--- src/rtl/stream_arb_rr_pkg.sv ---
// Shared definitions for the round-robin stream arbiter: FSM encoding and
// the constant clog2 used to size counters across the stream library.
package stream_arb_rr_pkg;

  typedef enum logic {
    IDLE  = 1'b0,
    GRANT = 1'b1
  } state_t;

  function automatic int clog2(input int value);
    int result;
    int rem;
    result = 0;
    rem    = value - 1;
    while (rem > 0) begin
      result = result + 1;
      rem    = rem >> 1;
    end
    return result;
  endfunction

endpackage

--- src/rtl/stream_arb_rr_if.sv ---
// Bundle of the arbiter's requester-side and sink-side stream signals.
// Handshake: a beat moves on a dout_clk edge where valid && ready are both
// high; once valid is raised, data/sel stay stable until that transfer.
// ready never waits on valid, so no combinational loop exists.
interface stream_arb_rr_if #(
  parameter int NumInputs = 4,
  parameter int Width     = 8,
  parameter int SelBits   = 2
);
  logic [NumInputs-1:0]       din_valid;
  logic [NumInputs-1:0]       din_ready;
  logic [NumInputs*Width-1:0] din_data;
  logic                       dout_valid;
  logic                       dout_ready;
  logic [Width-1:0]           dout_data;
  logic [SelBits-1:0]         dout_sel;

  // master: the requesters plus the downstream sink
  modport master (
    output din_valid, din_data, dout_ready,
    input  din_ready, dout_valid, dout_data, dout_sel
  );

  // slave: the arbiter itself
  modport slave (
    input  din_valid, din_data, dout_ready,
    output din_ready, dout_valid, dout_data, dout_sel
  );
endinterface

--- src/rtl/stream_arb_rr_rr_pick.sv ---
// Round-robin pick: first set request at or after ptr, wrapping modulo
// NumInputs. Rotate, priority-encode, then un-rotate the found offset.
module rr_pick #(
  parameter int NumInputs = 4,
  parameter int SelBits   = 2
) (
  input  logic [NumInputs-1:0] req,
  input  logic [SelBits-1:0]   ptr,
  output logic                 found,
  output logic [SelBits-1:0]   idx
);
  localparam logic [SelBits:0] NumW = NumInputs[SelBits:0];

  logic [2*NumInputs-1:0] dbl;
  logic [NumInputs-1:0]   rot;
  logic [SelBits-1:0]     off;
  logic [SelBits:0]       sum;
  logic [SelBits:0]       wrapped;

  assign dbl = {req, req};
  assign rot = dbl[ptr +: NumInputs];

  always_comb begin
    found   = 1'b0;
    off     = '0;
    sum     = '0;
    wrapped = '0;
    idx     = '0;
    // Scan downward so the lowest set offset wins.
    for (int i = NumInputs - 1; i >= 0; i--) begin
      if (rot[i]) begin
        found = 1'b1;
        off   = i[SelBits-1:0];
      end
    end
    sum     = {1'b0, ptr} + {1'b0, off};
    wrapped = sum - NumW;
    idx     = (sum >= NumW) ? wrapped[SelBits-1:0] : sum[SelBits-1:0];
  end
endmodule

--- src/rtl/stream_arb_rr.sv ---
// Round-robin arbiter merging NumInputs valid/ready streams into one
// registered output stream, tagging each beat with its source index.
module stream_arb_rr
  import stream_arb_rr_pkg::*;
#(
  parameter int NumInputs = 4,
  parameter int Width     = 8,
  parameter int MaxBurst  = 16,
  parameter int SelBits   = 2
) (
  input  logic                  dout_clk,
  input  logic                  rst,
  stream_arb_rr_if.slave        bus,
  output state_t                dbg_state
);
  localparam int                CntBits = clog2(MaxBurst) + 1;
  localparam int                LastI   = MaxBurst - 1;
  localparam int                TopI    = NumInputs - 1;
  localparam logic [CntBits-1:0] CntLast = LastI[CntBits-1:0];
  localparam logic [SelBits-1:0] SelLast = TopI[SelBits-1:0];

  state_t               state;
  logic [SelBits-1:0]   ptr;
  logic [SelBits-1:0]   gsel;
  logic [SelBits-1:0]   ptr_next;
  logic [SelBits-1:0]   pick_idx;
  logic                 pick_found;
  logic [CntBits-1:0]   cnt;
  logic                 acc;
  logic                 xfer;
  logic [Width-1:0]     gdata;
  logic [NumInputs-1:0] din_ready_c;
  logic                 dout_valid_q;
  logic [Width-1:0]     dout_data_q;
  logic [SelBits-1:0]   dout_sel_q;

  rr_pick #(
    .NumInputs (NumInputs),
    .SelBits   (SelBits)
  ) u_pick (
    .req   (bus.din_valid),
    .ptr   (ptr),
    .found (pick_found),
    .idx   (pick_idx)
  );

  // The output register can take a beat when empty or being drained.
  assign acc      = !dout_valid_q || bus.dout_ready;
  assign xfer     = (state == GRANT) && acc && bus.din_valid[gsel];
  assign ptr_next = (gsel == SelLast) ? '0 : gsel + SelBits'(1);

  always_comb begin
    din_ready_c = '0;
    if (state == GRANT && acc) din_ready_c[gsel] = 1'b1;
  end

  always_comb begin
    gdata = '0;
    for (int i = 0; i < NumInputs; i++) begin
      if (gsel == i[SelBits-1:0]) gdata = bus.din_data[i*Width +: Width];
    end
  end

  always_ff @(posedge dout_clk) begin
    if (rst) begin
      state        <= IDLE;
      ptr          <= '0;
      gsel         <= '0;
      cnt          <= '0;
      dout_valid_q <= 1'b0;
      dout_data_q  <= '0;
      dout_sel_q   <= '0;
    end else begin
      if (xfer) begin
        dout_valid_q <= 1'b1;
        dout_data_q  <= gdata;
        dout_sel_q   <= gsel;
      end else if (bus.dout_ready) begin
        dout_valid_q <= 1'b0;
      end

      case (state)
        IDLE: begin
          if (pick_found) begin
            gsel  <= pick_idx;
            cnt   <= '0;
            state <= GRANT;
          end
        end
        GRANT: begin
          // While stalled (acc low) the grant is held untouched.
          if (acc) begin
            if (xfer && cnt != CntLast) begin
              cnt <= cnt + CntBits'(1);
            end else begin
              ptr   <= ptr_next;
              state <= IDLE;
            end
          end
        end
        default: state <= IDLE;
      endcase
    end
  end

  assign bus.din_ready  = din_ready_c;
  assign bus.dout_valid = dout_valid_q;
  assign bus.dout_data  = dout_data_q;
  assign bus.dout_sel   = dout_sel_q;
  assign dbg_state      = state;
endmodule

--- src/flat_wrapper.sv ---
// flat-port wrapper written by rule: the top's interface ports become plain ports
module stream_arb_rr_flat import stream_arb_rr_pkg::*;
#(
  parameter int NumInputs = 4,
  parameter int Width     = 8,
  parameter int MaxBurst  = 16,
  parameter int SelBits   = 2
)
  (dout_clk, rst, dbg_state, bus_din_valid, bus_din_data, bus_dout_ready, bus_din_ready, bus_dout_valid, bus_dout_data, bus_dout_sel);
  stream_arb_rr_if #(.NumInputs(NumInputs), .Width(Width), .SelBits(SelBits)) bus_i ();
  input  logic dout_clk;
  input  logic rst;
  output state_t dbg_state;
  input wire logic [$bits(bus_i.din_valid)-1:0] bus_din_valid;
  input wire logic [$bits(bus_i.din_data)-1:0] bus_din_data;
  input wire logic [$bits(bus_i.dout_ready)-1:0] bus_dout_ready;
  output wire logic [$bits(bus_i.din_ready)-1:0] bus_din_ready;
  output wire logic [$bits(bus_i.dout_valid)-1:0] bus_dout_valid;
  output wire logic [$bits(bus_i.dout_data)-1:0] bus_dout_data;
  output wire logic [$bits(bus_i.dout_sel)-1:0] bus_dout_sel;
  assign bus_i.din_valid = bus_din_valid;
  assign bus_i.din_data = bus_din_data;
  assign bus_i.dout_ready = bus_dout_ready;
  assign bus_din_ready = bus_i.din_ready;
  assign bus_dout_valid = bus_i.dout_valid;
  assign bus_dout_data = bus_i.dout_data;
  assign bus_dout_sel = bus_i.dout_sel;
  stream_arb_rr #(.NumInputs(NumInputs), .Width(Width), .MaxBurst(MaxBurst), .SelBits(SelBits)) u_core (.dout_clk(dout_clk), .rst(rst), .bus(bus_i), .dbg_state(dbg_state));
endmodule
--- config.mk ---
export PLATFORM = sky130hd
export DESIGN_NAME = stream_arb_rr_flat
export DESIGN_NICKNAME = d
export VERILOG_FILES = /design/src/rtl/stream_arb_rr_pkg.sv /design/src/rtl/stream_arb_rr_if.sv /design/src/rtl/stream_arb_rr_rr_pick.sv /design/src/rtl/stream_arb_rr.sv /design/src/flat_wrapper.sv
export SDC_FILE = /design/constraint.sdc
export NUM_CORES = 1
export LEC_CHECK = 0
export ABC_AREA = 1
export CAP_MARGIN = 20
export CORE_MARGIN = 2
export CORE_UTILIZATION = 39
export DETAILED_ROUTE_END_ITERATION = 10
export PLACE_DENSITY = 0.76
export SYNTH_ARGS = -nofsm -noshare
export SYNTH_HDL_FRONTEND = slang
export SYNTH_SLANG_ARGS = --single-unit
export TNS_END_PERCENT = 5
--- constraint.sdc ---
create_clock -name dout_clk -period 1.4 [get_ports dout_clk]
set_input_delay 0.28 -clock dout_clk [delete_from_list [all_inputs] [get_ports dout_clk]]
set_output_delay 0.28 -clock dout_clk [all_outputs]
set_load 0.1 [all_outputs]
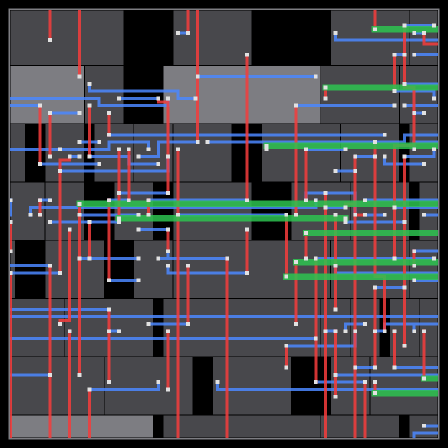
*Zoomed window*
Region (37, 37) to (57, 57) um. Cells in grey, sequential cells in the stronger grey; small squares are vias.
metal 2: marked red. metal 3: marked green. metal 1: marked blue.
Sequential cells in the window: 1. Most frequent: a21oi_1 (10), clkdlybuf4s50_1 (9). Netlist names of flops here include u_core.bus.dout_data (1). 37 logic cells have their middle in the window.

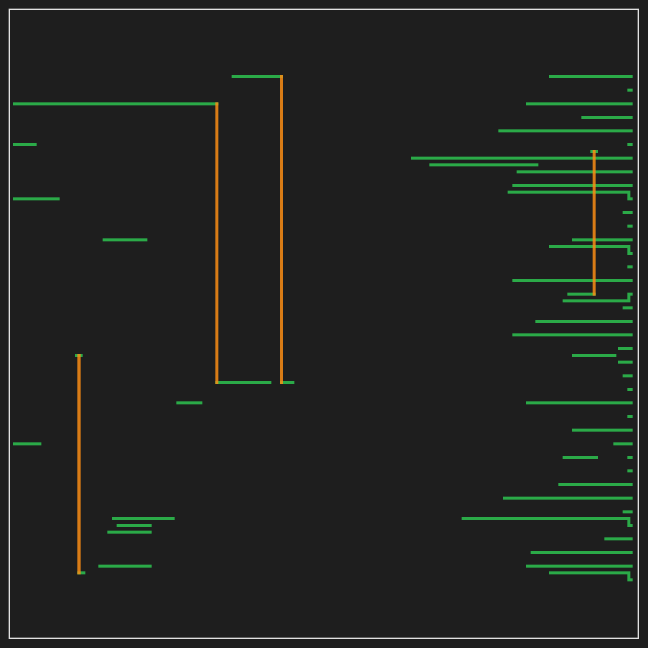
*Routed metal, one colour a layer*
(10 px per um) Only two layers are drawn.
metal 3: marked green, wire length 329 um. metal 4: marked orange, wire length 94.5 um.

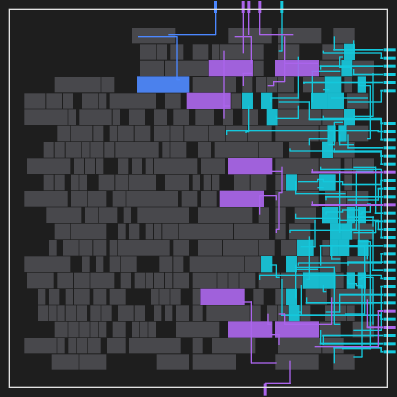
*Wires at chosen ports, followed through buffers*
(6 px per um)
bus_dout_data: marked purple, bits 8, direction output, edge 4 east, 3 north, 1 south, end cells 8, buffers 8, wire 172 um. bus_dout_valid: marked blue, bits 1, direction output, edge north, end cells 1, buffers 1, wire 25.7 um. bus_din_data: marked cyan, bits 32, direction input, edge 31 east, 1 north, end cells 32, buffers 32, wire 694 um.

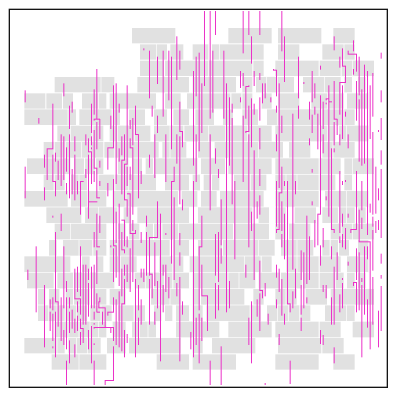
*Signal wires on met2*
(6 px per um) Cells faint in the background.
282 nets have wire on it. The longest straight run is 38.1 um. The layer holds 48% of the routed length. The layer carries 2090 um of wire.

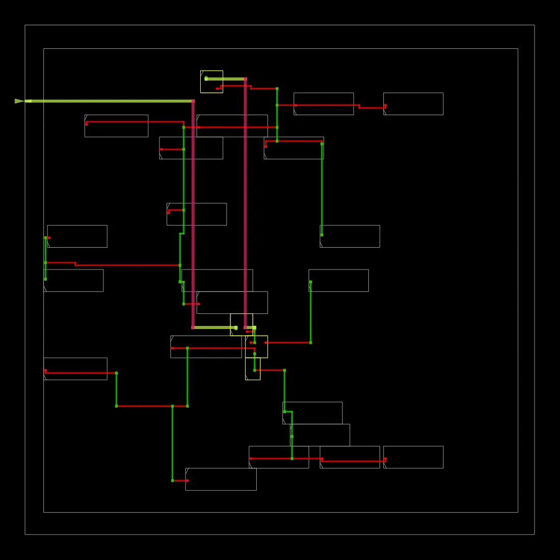
*Clock wiring as the flow saved it*
total of clock buffers placed in the layout: 3
Worst-Skew Late Latency: 0.32 ns
Clk power: 0.000316 W
clock tree skew after final layout: 0.0114 ns

==> run notes <==
The flow completed. The run reported a max-capacitance violation count of 0. Violation count after the first detailed-routing iteration landed at 54. Count of hold-fix buffers inserted at cts landed at 0. The capture point of the worst register-to-register path is recorded as u_core.gsel[1]$_SDFFE_PP0P_.

Hold analysis shows the worst path with a depth of 2. nand2_1 is the most common cell in the netlist. By area the synthesized netlist is led by dfxtp_1 (31%), a21oi_1 (12%), nand2_1 (11%), nand3_1 (7.1%), ha_1 (6.5%).

TritonCTS built the clock tree. Looking at the critical path, the single cell with the biggest stage delay is dfxtp_4. Total of warnings raised by yosys landed at 0.

Per the slew report, the remaining headroom to the max-slew limit stands at 85.7%. Detailed placement ended at an HPWL of 3.25 mm. Synthesis inferred 21 register bits. Power density over the cells landed at 2110 nW/um2. Count of endpoints failing setup in the final report landed at 21.

Endpoint required time on the critical path landed at 1.66 ns. Total number of placement rows landed at 21. The finished layout holds 329 standard cells, fillers aside. The flow ran to the end, but the final reports show violations. In this design, the stage delay of the slowest critical-path cell is 0.41 ns. Total routed wirelength landed at 4.33 mm. Top fanout value on the critical path landed at 6.

The worst hold path belongs to the class flip-flop to flip-flop. The vertical die dimension reported for this design is 62.8 um. Port buffering added 54 buffers.

Counting pins that exceed their max-slew limit in the final report gives 0. Flop-to-flop setup slack landed at -0.24 ns. For the pin with the worst max-slew slack, the measured transition is 0.214 ns. The commonest register cell is dfxtp_1.

STA classifies the critical path endpoint as a flip-flop. The first global-routing pass estimated 7.21 mm of wire. For the completed layout, the total cell area is recorded as 2550 um2. Maximum clock path buffer count landed at 2. Antenna diode count landed at 0.

The number of cells on the worst reg-to-reg path is 11. The synthesized design contains 0 enable-type register cells. The routed layout has 1674 vias. The cell area that synthesis handed to floorplanning was 1350 um2. After detailed routing, the number of vias per cell comes to 5.09. Detailed-route wire length per cell landed at 13.2 um. Final global-route overflow total landed at 0.

Counting flops with an async set or reset pin after synthesis yields a share of 0%. The OpenROAD report gives the critical path a data arrival time of 1.89 ns. Setup slack on the critical path of the routed design comes to -0.236 ns.

Floorplan net count landed at 244. Synthesis-to-layout area growth landed at 89.6%. Count of placed standard cells including taps landed at 318.

Per the final layout report, the fraction of cells sized above drive strength 1 comes to 35.3%. For reference, the critical path cell chain is inv_4 > nand2_2 > nand3_1 > nand2_1 > nand3_1 > a21boi_1 > ha_2 > xnor2_2 > xor2_1 > nor2_1 > nor2_1. CTS sink count landed at 21. Via count of the first global-routing pass landed at 1650. Adding up every negative setup slack in the final design gives -1.73 ns. Portion of the clock cycle consumed by the worst path in the final layout landed at 117%.

Overall global routing resource usage landed at 22.8%. The routed layout reports a DRC error count of 0. Ranked by instance count, the synthesized netlist is headed by nand2_1 (39), a21oi_1 (33), dfxtp_1 (21). Final-report hold violation count landed at 0. Entering global routing, the biggest net connects 13 pins. Yosys reports that the leading cell type by area covers 31.2% of the netlist area. Summing the sequential cell areas from Yosys gives 31.2% of the chip area.

The largest total area in the synthesized netlist belongs to dfxtp_1. The initial antenna violation count came to 0. Per-instance average area after synthesis landed at 6.80 um2. Setup repair after global routing could not meet its margin everywhere.

The startpoint identified for the worst register-to-register timing path is u_core.ptr[0]$_SDFFE_PP0P_. Yosys cell count landed at 198. The worst hold path terminates at u_core.cnt[4]$_SDFFE_PP0P_. Per the gpl log, the routability congestion estimate is 0.821.

Floorplan utilization landed at 40.3%. Number of nets in the finished design landed at 330. Chip area estimate from yosys synthesis landed at 1350 um2. Final period demand of the worst path landed at 1.64 ns. The die is 62.8 um wide. The analysis attributes to cell leakage a power of 1.12 nW. Number of buffers created by CTS landed at 3. Worst voltage drop across the vdd grid landed at 1.12 mV. On the reported timing paths, the clock transition at the registers reads 0.13 ns. Number of warnings in the stage logs landed at 32. The worst setup path is launched from a flip-flop. 55 I/O pins were placed. STA lists the startpoint of the worst hold path as u_core.cnt[4]$_SDFFE_PP0P_. The gate-level netlist out of Yosys references 27 unique cell types. Per the post-synthesis report, the number of cells in the design is 198. In the log, the iteration count for the first detailed-route pass is 4. Placeable core area landed at 3340 um2. In this run the clock root is driven by a clkbuf_4. Die outline area landed at 3940 um2.

The placement stage leaves a total instance area of 2380 um2. CTS built an H-tree with a depth of 1. Count of antenna-violating nets left after detailed routing landed at 0. Fmax landed at 611 MHz. The final reports fail on setup timing. In the setup report, the worst path falls into the class flip-flop to flip-flop.
## cell type report
cell class | count | area [um2]
Timing Repair Buffer | 87 | 973
Multi-Input combinational cell | 151 | 943
Fill cell | 244 | 785
Sequential cell | 21 | 443
Inverter | 20 | 108
Tap cell | 46 | 57.6
Clock buffer | 3 | 22.5
Clock inverter | 1 | 5.00
## registers in the layout, indices dropped and copies added, names as in the netlist
| register | cells |
|---|---|
| u_core.gsel | 2 |
| u_core.ptr | 2 |
| u_core.bus.dout_data | 8 |
| u_core.cnt | 5 |
| u_core.bus.dout_sel | 2 |
| u_core.dbg_state | 1 |
| u_core.bus.dout_valid | 1 |
## logic make-up after synthesis
| group | synth area share (%) |
|---|---|
| simple gates | 27.9 |
| fa+ha+maj | 6.51 |
| flops | 31.2 |
| buf+inv | 8.18 |
| xor+xnor | 1.95 |
| compound gates | 24.3 |
## how the worst max path moves through the flow
| stage | from | to | cells past startpoint |
|---|---|---|---|
| after floorplan | u_core.gsel[0]$_SDFFE_PP0P_ | bus_din_ready[2] | 5 |
| after global placement | bus_din_valid[1] | u_core.gsel[1]$_SDFFE_PP0P_ | 11 |
| after detailed placement | bus_din_valid[1] | u_core.gsel[1]$_SDFFE_PP0P_ | 11 |
| after CTS | u_core.gsel[0]$_SDFFE_PP0P_ | bus_din_ready[3] | 5 |
| after global routing | u_core.ptr[0]$_SDFFE_PP0P_ | u_core.gsel[1]$_SDFFE_PP0P_ | 11 |
| final | u_core.ptr[0]$_SDFFE_PP0P_ | u_core.gsel[1]$_SDFFE_PP0P_ | 11 |
## routing by layer
layer  global-route usage [%]  vias to the layer above  routed length (um)
met5                        0                        -                   0
met4                     8.89                        0                  94
met3                     5.77                        8                 328
met2                     40.2                       67                2090
met1                     26.3                      756                1820
li1                         -                      843                   -
## layout by cell type, fill, tap and decap left out, types with 8 or more instances in the layout
master,count
nand2_2,10
nor2_1,9
o21ai_0,10
inv_1,11
dfxtp_1,13
nand3_1,18
buf_12,17
nand2_1,31
clkdlybuf4s50_1,33
a21oi_1,33
o211ai_1,8
buf_4,30
## power breakdown
group / switching [W] / internal, W
clock network: 0.000209 / 0.000107
logic: 0.00239 / 0.00164
registers: 0.000233 / 0.000809
total: 0.00283 / 0.00256
## critical path: cells and delay by family, from the launching register on
family / cells / cell delay (ns)
fa+ha+maj: 1 / 0.23
simple gates: 6 / 0.43
flops: 1 / 0.41
compound gates: 1 / 0.17
buf+inv: 1 / 0.06
xor+xnor: 2 / 0.28
## per-stage QoR
step	util (%)	hold slack [ns]	total power, W	setup WS, ns
6_report	76.5	0.487	0.00539	-0.236
5_1_grt	76.5	0.516	0.00572	-0.359
4_1_cts	73.9	0.488	0.00522	-0.232
3_5_place_dp	71.4	0.469	0.00476	-0.570
3_3_place_gp	71.4	0.463	0.00471	-0.500
2_1_floorplan	-	0.339	0.00341	-0.103
## repair_timing
| action | CTS | global route |
|---|---|---|
| setup buffers | 5 | 2 |
| endpoints found under the setup margin | 19 | 24 |
| gates resized | 15 | 21 |
| pin swaps | 9 | 10 |
No activity file was given, so power comes from the tool's default toggle rates.
